Figure 1. Wire density map (run 1).
15 x 15 tiles, from dark blue (low) to red (high), scaled to the fullest tile. Values are wire area over tile area, all layers added.
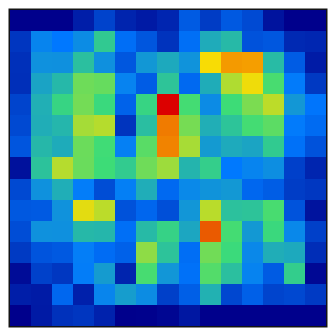
Figure 2. Nets reached from selected ports (run 1).
Bar = 20 um.
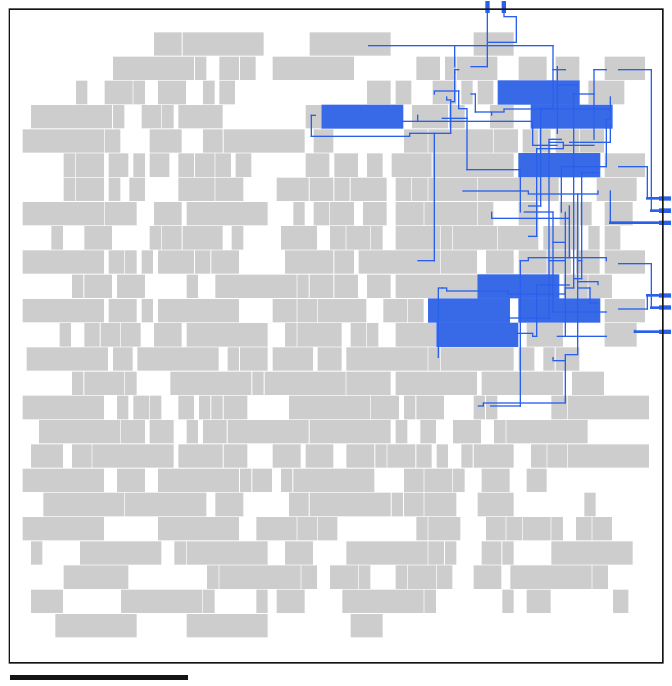
Figure 3. Placed standard cells (run 1).
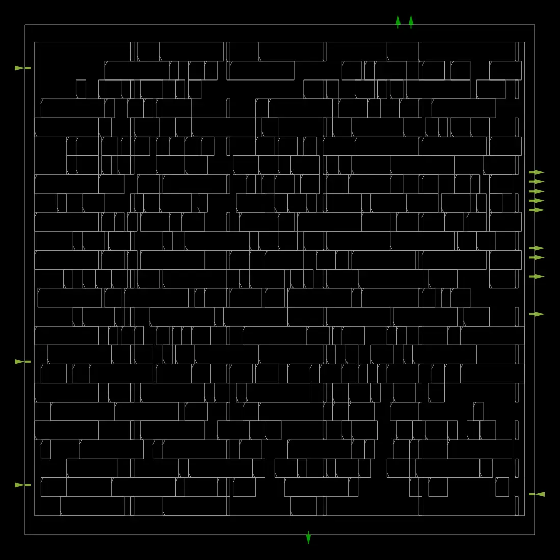
<file path="src/rtl/debounced_updown_counter.sv">
// rtl/debounced_updown_counter.sv - two-button up/down counter with synchronisers, debounce and wrap/saturate
// Each button is synchronised and debounced; a debounced rising edge steps the counter by STEP.
module debounced_updown_counter #(
    parameter int WIDTH           = 8,
    parameter int STEP            = 1,
    parameter int RESET_VALUE     = 0,
    parameter int SATURATE        = 0,
    parameter int DEBOUNCE_CYCLES = 50000,
    parameter int SYNC_STAGES     = 2
) (
    input  logic             CLK,
    input  logic             RSTN,
    input  logic             BTN0,
    input  logic             BTN1,
    output logic [WIDTH-1:0] LD,
    output logic             EVT_DOWN,
    output logic             EVT_UP,
    output logic             AT_MIN,
    output logic             AT_MAX
);

    localparam int             CW       = (DEBOUNCE_CYCLES > 1) ? $clog2(DEBOUNCE_CYCLES) : 1;
    localparam logic [CW-1:0]  CNT_LAST = CW'(DEBOUNCE_CYCLES - 1);
    localparam logic [WIDTH:0] STEP_W   = (WIDTH + 1)'(STEP);
    localparam logic [WIDTH-1:0] MAX_VAL = {WIDTH{1'b1}};
    localparam logic [WIDTH-1:0] RST_VAL = WIDTH'(RESET_VALUE);

    logic [SYNC_STAGES-1:0] sync0;
    logic [SYNC_STAGES-1:0] sync1;
    logic [SYNC_STAGES-1:0] primed_sr;
    logic                   primed;
    logic [1:0]             s;
    logic [1:0]             stable;
    logic [1:0]             stable_d;
    logic [1:0]             armed;
    logic [CW-1:0]          cnt [2];
    logic [1:0]             press;
    logic                   dn;
    logic                   up;
    logic [WIDTH:0]         sum;
    logic [WIDTH:0]         diff;
    logic [WIDTH-1:0]       up_val;
    logic [WIDTH-1:0]       dn_val;

    // primed_sr marks when the synchroniser holds real samples rather than reset zeros
    always_ff @(posedge CLK or negedge RSTN) begin
        if (!RSTN) begin
            sync0     <= '0;
            sync1     <= '0;
            primed_sr <= '0;
        end else begin
            sync0     <= {sync0[SYNC_STAGES-2:0], BTN0};
            sync1     <= {sync1[SYNC_STAGES-2:0], BTN1};
            primed_sr <= {primed_sr[SYNC_STAGES-2:0], 1'b1};
        end
    end

    assign primed = primed_sr[SYNC_STAGES-1];
    assign s      = {sync1[SYNC_STAGES-1], sync0[SYNC_STAGES-1]};

    // A button only arms after a genuine low sample, so one held through reset never presses
    always_ff @(posedge CLK or negedge RSTN) begin
        if (!RSTN) begin
            stable   <= '0;
            stable_d <= '0;
            armed    <= '0;
            cnt[0]   <= '0;
            cnt[1]   <= '0;
        end else begin
            stable_d <= stable;
            for (int i = 0; i < 2; i++) begin
                if (primed && !s[i]) begin
                    armed[i] <= 1'b1;
                end
                if (s[i] == stable[i]) begin
                    cnt[i] <= '0;
                end else if (cnt[i] == CNT_LAST) begin
                    stable[i] <= s[i];
                    cnt[i]    <= '0;
                end else begin
                    cnt[i] <= cnt[i] + CW'(1);
                end
            end
        end
    end

    assign press = stable & ~stable_d & armed;
    assign dn    = press[0];
    assign up    = press[1];

    always_comb begin
        sum    = {1'b0, LD} + STEP_W;
        diff   = {1'b0, LD} - STEP_W;
        up_val = sum[WIDTH-1:0];
        dn_val = diff[WIDTH-1:0];
        if (SATURATE != 0) begin
            if (sum[WIDTH])  up_val = MAX_VAL;
            if (diff[WIDTH]) dn_val = '0;
        end
    end

    always_ff @(posedge CLK or negedge RSTN) begin
        if (!RSTN) begin
            LD       <= RST_VAL;
            EVT_UP   <= 1'b0;
            EVT_DOWN <= 1'b0;
        end else begin
            EVT_UP   <= up & ~dn;
            EVT_DOWN <= dn & ~up;
            if (up && !dn) begin
                LD <= up_val;
            end else if (dn && !up) begin
                LD <= dn_val;
            end
        end
    end

    assign AT_MIN = (LD == '0);
    assign AT_MAX = (LD == MAX_VAL);

endmodule
</file>
<file path="config.mk">
export PLATFORM = sky130hd
export DESIGN_NAME = debounced_updown_counter
export DESIGN_NICKNAME = d
export VERILOG_FILES = /design/src/rtl/debounced_updown_counter.sv
export SDC_FILE = /design/constraint.sdc
export NUM_CORES = 1
export LEC_CHECK = 0
export CAP_MARGIN = 20
export CORE_UTILIZATION = 53
export DETAILED_ROUTE_END_ITERATION = 7
export GPL_ROUTABILITY_DRIVEN = 0
export PLACE_DENSITY_LB_ADDON = 0.12
export SETUP_SLACK_MARGIN = 0.2
export SYNTH_ARGS = -nofsm -noshare
export SYNTH_HDL_FRONTEND = slang
export SYNTH_SLANG_ARGS = --single-unit
</file>
<file path="constraint.sdc">
create_clock -name CLK -period 2.3 [get_ports CLK]
set_clock_uncertainty 0.05 [all_clocks]
set_input_delay 0.69 -clock CLK [delete_from_list [all_inputs] [get_ports CLK]]
set_output_delay 0.69 -clock CLK [all_outputs]
set_load 0.005 [all_outputs]
</file>
==> flow_summary_export.csv, run 1 <==
group,metric,value,unit
run_status,outcome,"finished clean",
floorplan,dieArea,5350,um2
sta,max_freq,459,MHz
clock_tree,cts_buffers,5,
clock_tree,hold_buffers,0,
drt,via_per_inst,5.45,
grt,grt_start_max_net_pins,24,
floorplan,fp_util,56.1,%
power_and_ir_drop,internal_power,1.21,mW
synth,yosysWarnings,0,
power_and_ir_drop,pwr-share-comb,3.3,%
synth,async_flop_share,100,%
setup_path,crit_required,2.44,ns
sta,relSlewSlack,63.2,%
place,placed_cell_area,3080,um2
power_and_ir_drop,clkPwrFrac,35.5,%
sta,hold_viol_final,0,
synth,yosys_area,2690,um2
flow_run,drv_cap,0,
finish,lay_top_cells,"dfrtp_1, nor2_1, xnor2_1",
setup_path,path_buffers,2,
clock_tree,clkLatencyLatePin,0.31,ns
floorplan,row_count,25,
power_and_ir_drop,power_density,473,nW/um2
synth,yosysMostFrequentCell,"dfrtp_1",
setup_path,cp.arrival,2.32,ns
flow_run,warning_count,31,
power_and_ir_drop,power.group.top,"registers",
sta,rsz0062_at_grt,"true",
synth,synth-compound-area-share,8.81,%
clock_tree,cts_max_level,2,
grt,gr-total-overflow,0,
power_and_ir_drop,switching_power,383,uW
sta,tns,0,ns
finish,postLayoutCoreUtil,70.3,%
synth,simple_gate_area_share,22.7,%
drt,drc,0,
setup_path,cp-startpoint,"stable[1]",
synth,avgSynthCellArea,10.1,um2
setup_path,crit_end,"LD[7]",
synth,mux_share,0,%
setup_path,crit_path_cell_trace,"nand2_1 > or2_4 > inv_2 > ha_4 > inv_8 > ha_4 > a21o_1 > or4_1 > o2bb2ai_2 > a311oi_2",
clock_tree,cts_setup_buffers,7,
setup_path,worst_setup_path_start_kind,"register",
synth,common_cells,"dfrtp_1, nor2_1, xnor2_1",
setup_path,reg2reg_from,"stable[1]",
power_and_ir_drop,pg_comb,53.3,uW
synth,ys_seq_share,50.3,%
synth,fa_ha_area_share,5.87,%
sta,final.period_utilization,94.6,%
power_and_ir_drop,p_sw_share,24.1,%
clock_tree,cts_tree,"done",
sta,drv_slew,0,
synth,yosys_cells,266,
setup_path,end_kind,"register",
setup_path,r2r_end,"LD[7]",
grt,antenna_found_initial,0,
sta,setup_viol,0,
grt,grt_pass1_vias,2058,
finish,fin_area,3360,um2
clock_tree,clockBufferDepth,2,
power_and_ir_drop,powerClk,565,uW
synth,top_cells_by_area,"dfrtp_1, xnor2_1, ha_1, nor2_1, nand2_1",
synth,syn-num-nets,282,
setup_path,r2r_cells,10,
power_and_ir_drop,irDropWorstVdd,0.425,mV
setup_path,cp_top_family,"simple AND/OR/NAND/NOR gates",
clock_tree,ctsResizeCount,16,
power_and_ir_drop,p_seq,974,uW
drt,drtIter0Drc,94,
finish,fin_nets,324,
power_and_ir_drop,seqPwrFrac,61.2,%
clock_tree,cts.sinks,54,
clock_tree,path_clk_slew,0.11,ns
setup_path,slowest_stage,"or4_1",
setup_path,slowest_delay,0.42,ns
setup_path,reg2reg_setup_slack,0.12,ns
finish,areaGrowthSynthToFinish,25.3,%
clock_tree,root_buffer,"clkbuf_8",
setup_path,criticalPathCategory,"reg -> reg",
## Picture notes: Figure 1
nearly empty tiles = 7.1%
fullest tile = 0.51
emptiest ninth of the die = south-west
vias post-DR: 2048
GRT Util Overall: 22.7%
WL per Instance: 14.3 um
final wirelength: 5390 um

## Picture notes: Figure 2
blue -> LD  # bits 8, direction output, end cells 8, wire 539 um
port bufs: 15
I/O pin total: 16

## Picture notes: Figure 3
Core ar.: 4790 um2
flop share of the area: 40.2%
seq_cells: 54

## run 1: per-stage QoR
step,hold slack [ns],total power [mW],cells
floorplan,0.281,1.01,266
global placement,0.284,1.05,358
detailed placement,0.286,1.05,358
CTS,0.309,1.62,373
global route,0.324,1.66,376
finish,0.303,1.59,376
## run 1: layer usage
metal / up-vias / GRT usage (%) / wire length [um]
met2: 28 / 38.5 / 2660
met1: 998 / 28.9 / 2560
met3: 6 / 4.97 / 124
met4: 0 / 7.19 / 53
li1: 1016 / - / -
met5: - / 0 / 0
## run 1: area by class of cell
type,instances,area (um2)
clock inverter,3,28.8
fill,358,1420
timing repair buffer,39,364
inverter,15,63.8
tap,67,83.8
multi-input combinational,193,1400
sequential,54,1350
clock buffer,5,68.8
Figure 4. Cell classes on the final placement (run 1).
Fill, decap, tap and diode cells in grey.
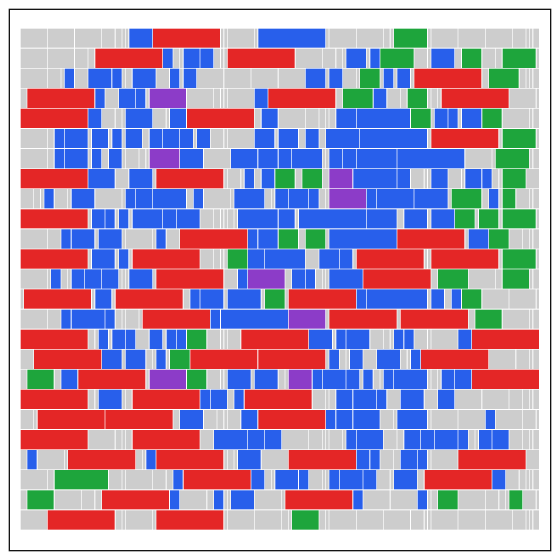

==> inputs of run 2 (changes only) <==
--- a/config.mk
+++ b/config.mk
@@ -6,7 +6,9 @@
 export NUM_CORES = 1
 export LEC_CHECK = 0
 export CAP_MARGIN = 20
-export CORE_UTILIZATION = 53
+export CELL_PAD_IN_SITES_DETAIL_PLACEMENT = 1
+export CELL_PAD_IN_SITES_GLOBAL_PLACEMENT = 1
+export CORE_UTILIZATION = 42
 export DETAILED_ROUTE_END_ITERATION = 7
 export GPL_ROUTABILITY_DRIVEN = 0
 export PLACE_DENSITY_LB_ADDON = 0.12
Figure 5. Cell classes on the final placement (run 2).
Fill, decap, tap and diode cells in grey.
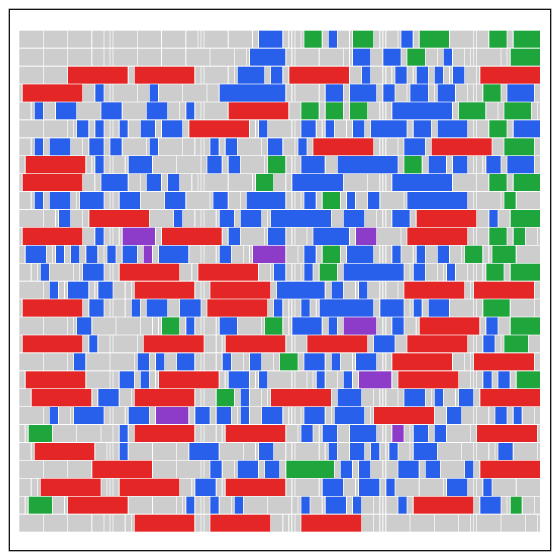
green -> remaining buffers and delay cells  # cells 43, share of their area 12%
red -> registers  # cells 54, share of their area 40%
blue -> remaining logic cells  # cells 208, share of their area 45%
purple -> clock drivers and dummy loads  # cells 8, share of their area 2.6%
utilization after layout: 56.9%
final instance area: 3430 um2
row cnt: 28
Core ar.: 6030 um2

Figure 6. Nets reached from selected ports (run 2).
Bar = 20 um.
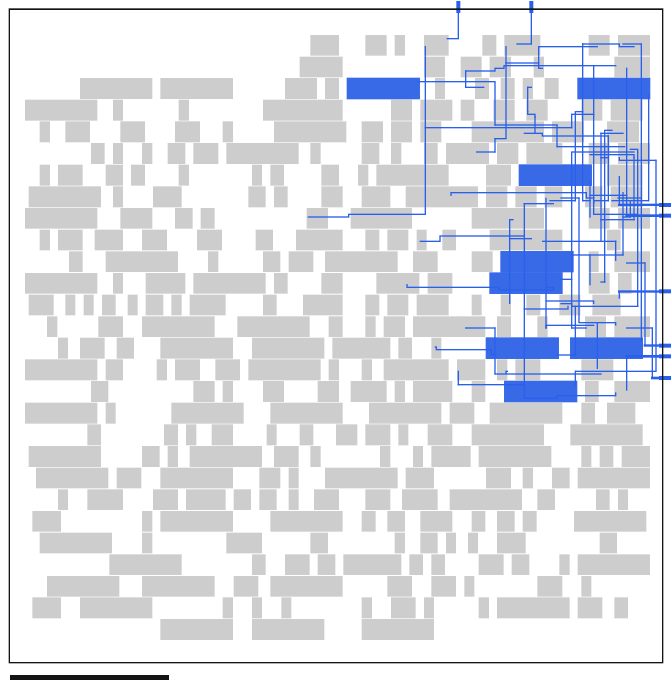
blue -> LD  # bits 8, direction output, end cells 8, wire 809 um

==> run 2 against run 1 <==
Critical path depth grew 1. Register-to-register slack worse by 0.11 ns. Clock-buffer cell count grew 1. Highest routed layer unchanged. Synthesized cell count unchanged. Wire length grew 27%. Critical endpoint is now LD[5]. Largest cell class unchanged. Cell count up 3.2%. Non-clock buffer count up 4. Sequential power is essentially flat. Combinational power fell by 2%.
==> flow_summary_export.csv, run 2 <==
group,metric,value,unit
setup_path,criticalPathCategory,"reg -> reg",
power_and_ir_drop,power_density,457,nW/um2
power_and_ir_drop,powerClk,542,uW
floorplan,taps,75,
power_and_ir_drop,p_sw_share,23.8,%
setup_path,r2r_end,"LD[5]",
grt,grt_util_all_layers,21.4,%
drt,via_per_inst,5.61,
finish,inv_count,15,
setup_path,crit_end,"LD[5]",
finish,fin_nets,328,
grt,antenna_found_initial,0,
drt,wl_per_cell,17.7,um
sta,max_freq,437,MHz
setup_path,cp_top_family,"AND-OR/OR-AND gates",
grt,grt_use_met1,26.3,%
sta,relSlewSlack,63.1,%
drt,top_layer,"met4",
grt,gr-total-overflow,0,
clock_tree,cts_setup_buffers,9,
drt,m1WireLength,3080,um
finish,lay_top_cells,"dfrtp_1, nor2_1, xnor2_1, buf_4, nand2_1",
setup_path,worst_setup_path_start_kind,"register",
clock_tree,cts_buffers,5,
drt,drc,0,
power_and_ir_drop,internal_power,1.19,mW
synth,top_cells_by_area,"dfrtp_1, xnor2_1, ha_1, nor2_1, nand2_1",
synth,yosysWarnings,0,
clock_tree,path_clk_slew,0.11,ns
finish,seqCellArea,1350,um2
synth,yosys_cells,266,
setup_path,cp-startpoint,"armed[1]",
power_and_ir_drop,pwr-share-comb,3.3,%
power_and_ir_drop,seqPwrFrac,62.1,%
setup_path,reg2reg_setup_slack,0.01,ns
flow_run,drv_cap,0,
place,dp.cells,367,
sta,drv_slew,0,
setup_path,cp.arrival,2.46,ns
run_status,outcome,"finished clean",
power_and_ir_drop,clkPwrFrac,34.5,%
sta,final.period_utilization,99.5,%
setup_path,path_buffers,3,
clock_tree,clockBufferDepth,2,
drt,wl_met3,149,um
power_and_ir_drop,power.group.top,"registers",
synth,avgSynthCellArea,10.1,um2
sta,hold_viol_final,0,
floorplan,io_pins,16,
clock_tree,ctsResizeCount,20,
floorplan,fp_util,44.6,%
synth,ys_seq_share,50.3,%
synth,yosys_area,2690,um2
synth,yosysMostFrequentCell,"dfrtp_1",
floorplan,dieArea,6720,um2
synth,async_flop_share,100,%
grt,top_usage_layer,"met2",
sta,setup_viol,0,
drt,via_count,2177,
sta,whs,0.297,ns
grt,grt_use_met3,4.44,%
clock_tree,hold_buffers,0,
drt,wl,6860,um
finish,area_dominant_class,"combinational gates",
==> run 2: worst reg2reg max path: stages, from the launching register on <==
cell	delay (ns)
dfrtp_1	0.35
nand2_1	0.07
or2_4	0.24
inv_2	0.07
ha_4	0.17
inv_8	0.07
ha_4	0.23
a211oi_4	0.25
a21oi_4	0.10
buf_4	0.15
o21a_1	0.17
o31ai_2	0.28
==> run 2: cells by family (layout without fill, tap and decap cells) <==
group                      after synthesis  after routing  share of synthesized area, %
other                                    1              1                         0.140
buffers and inverters                   19             66                          2.66
DFF                                     54             54                          50.3
adders and majority gates               12             12                          5.87
and+or+nand+nor                        114            114                          22.7
xor gates and xnor gates                29             29                          9.46
AOI/OAI and AO/OA                       37             37                          8.81
No activity file was given, so power comes from the tool's default toggle rates.
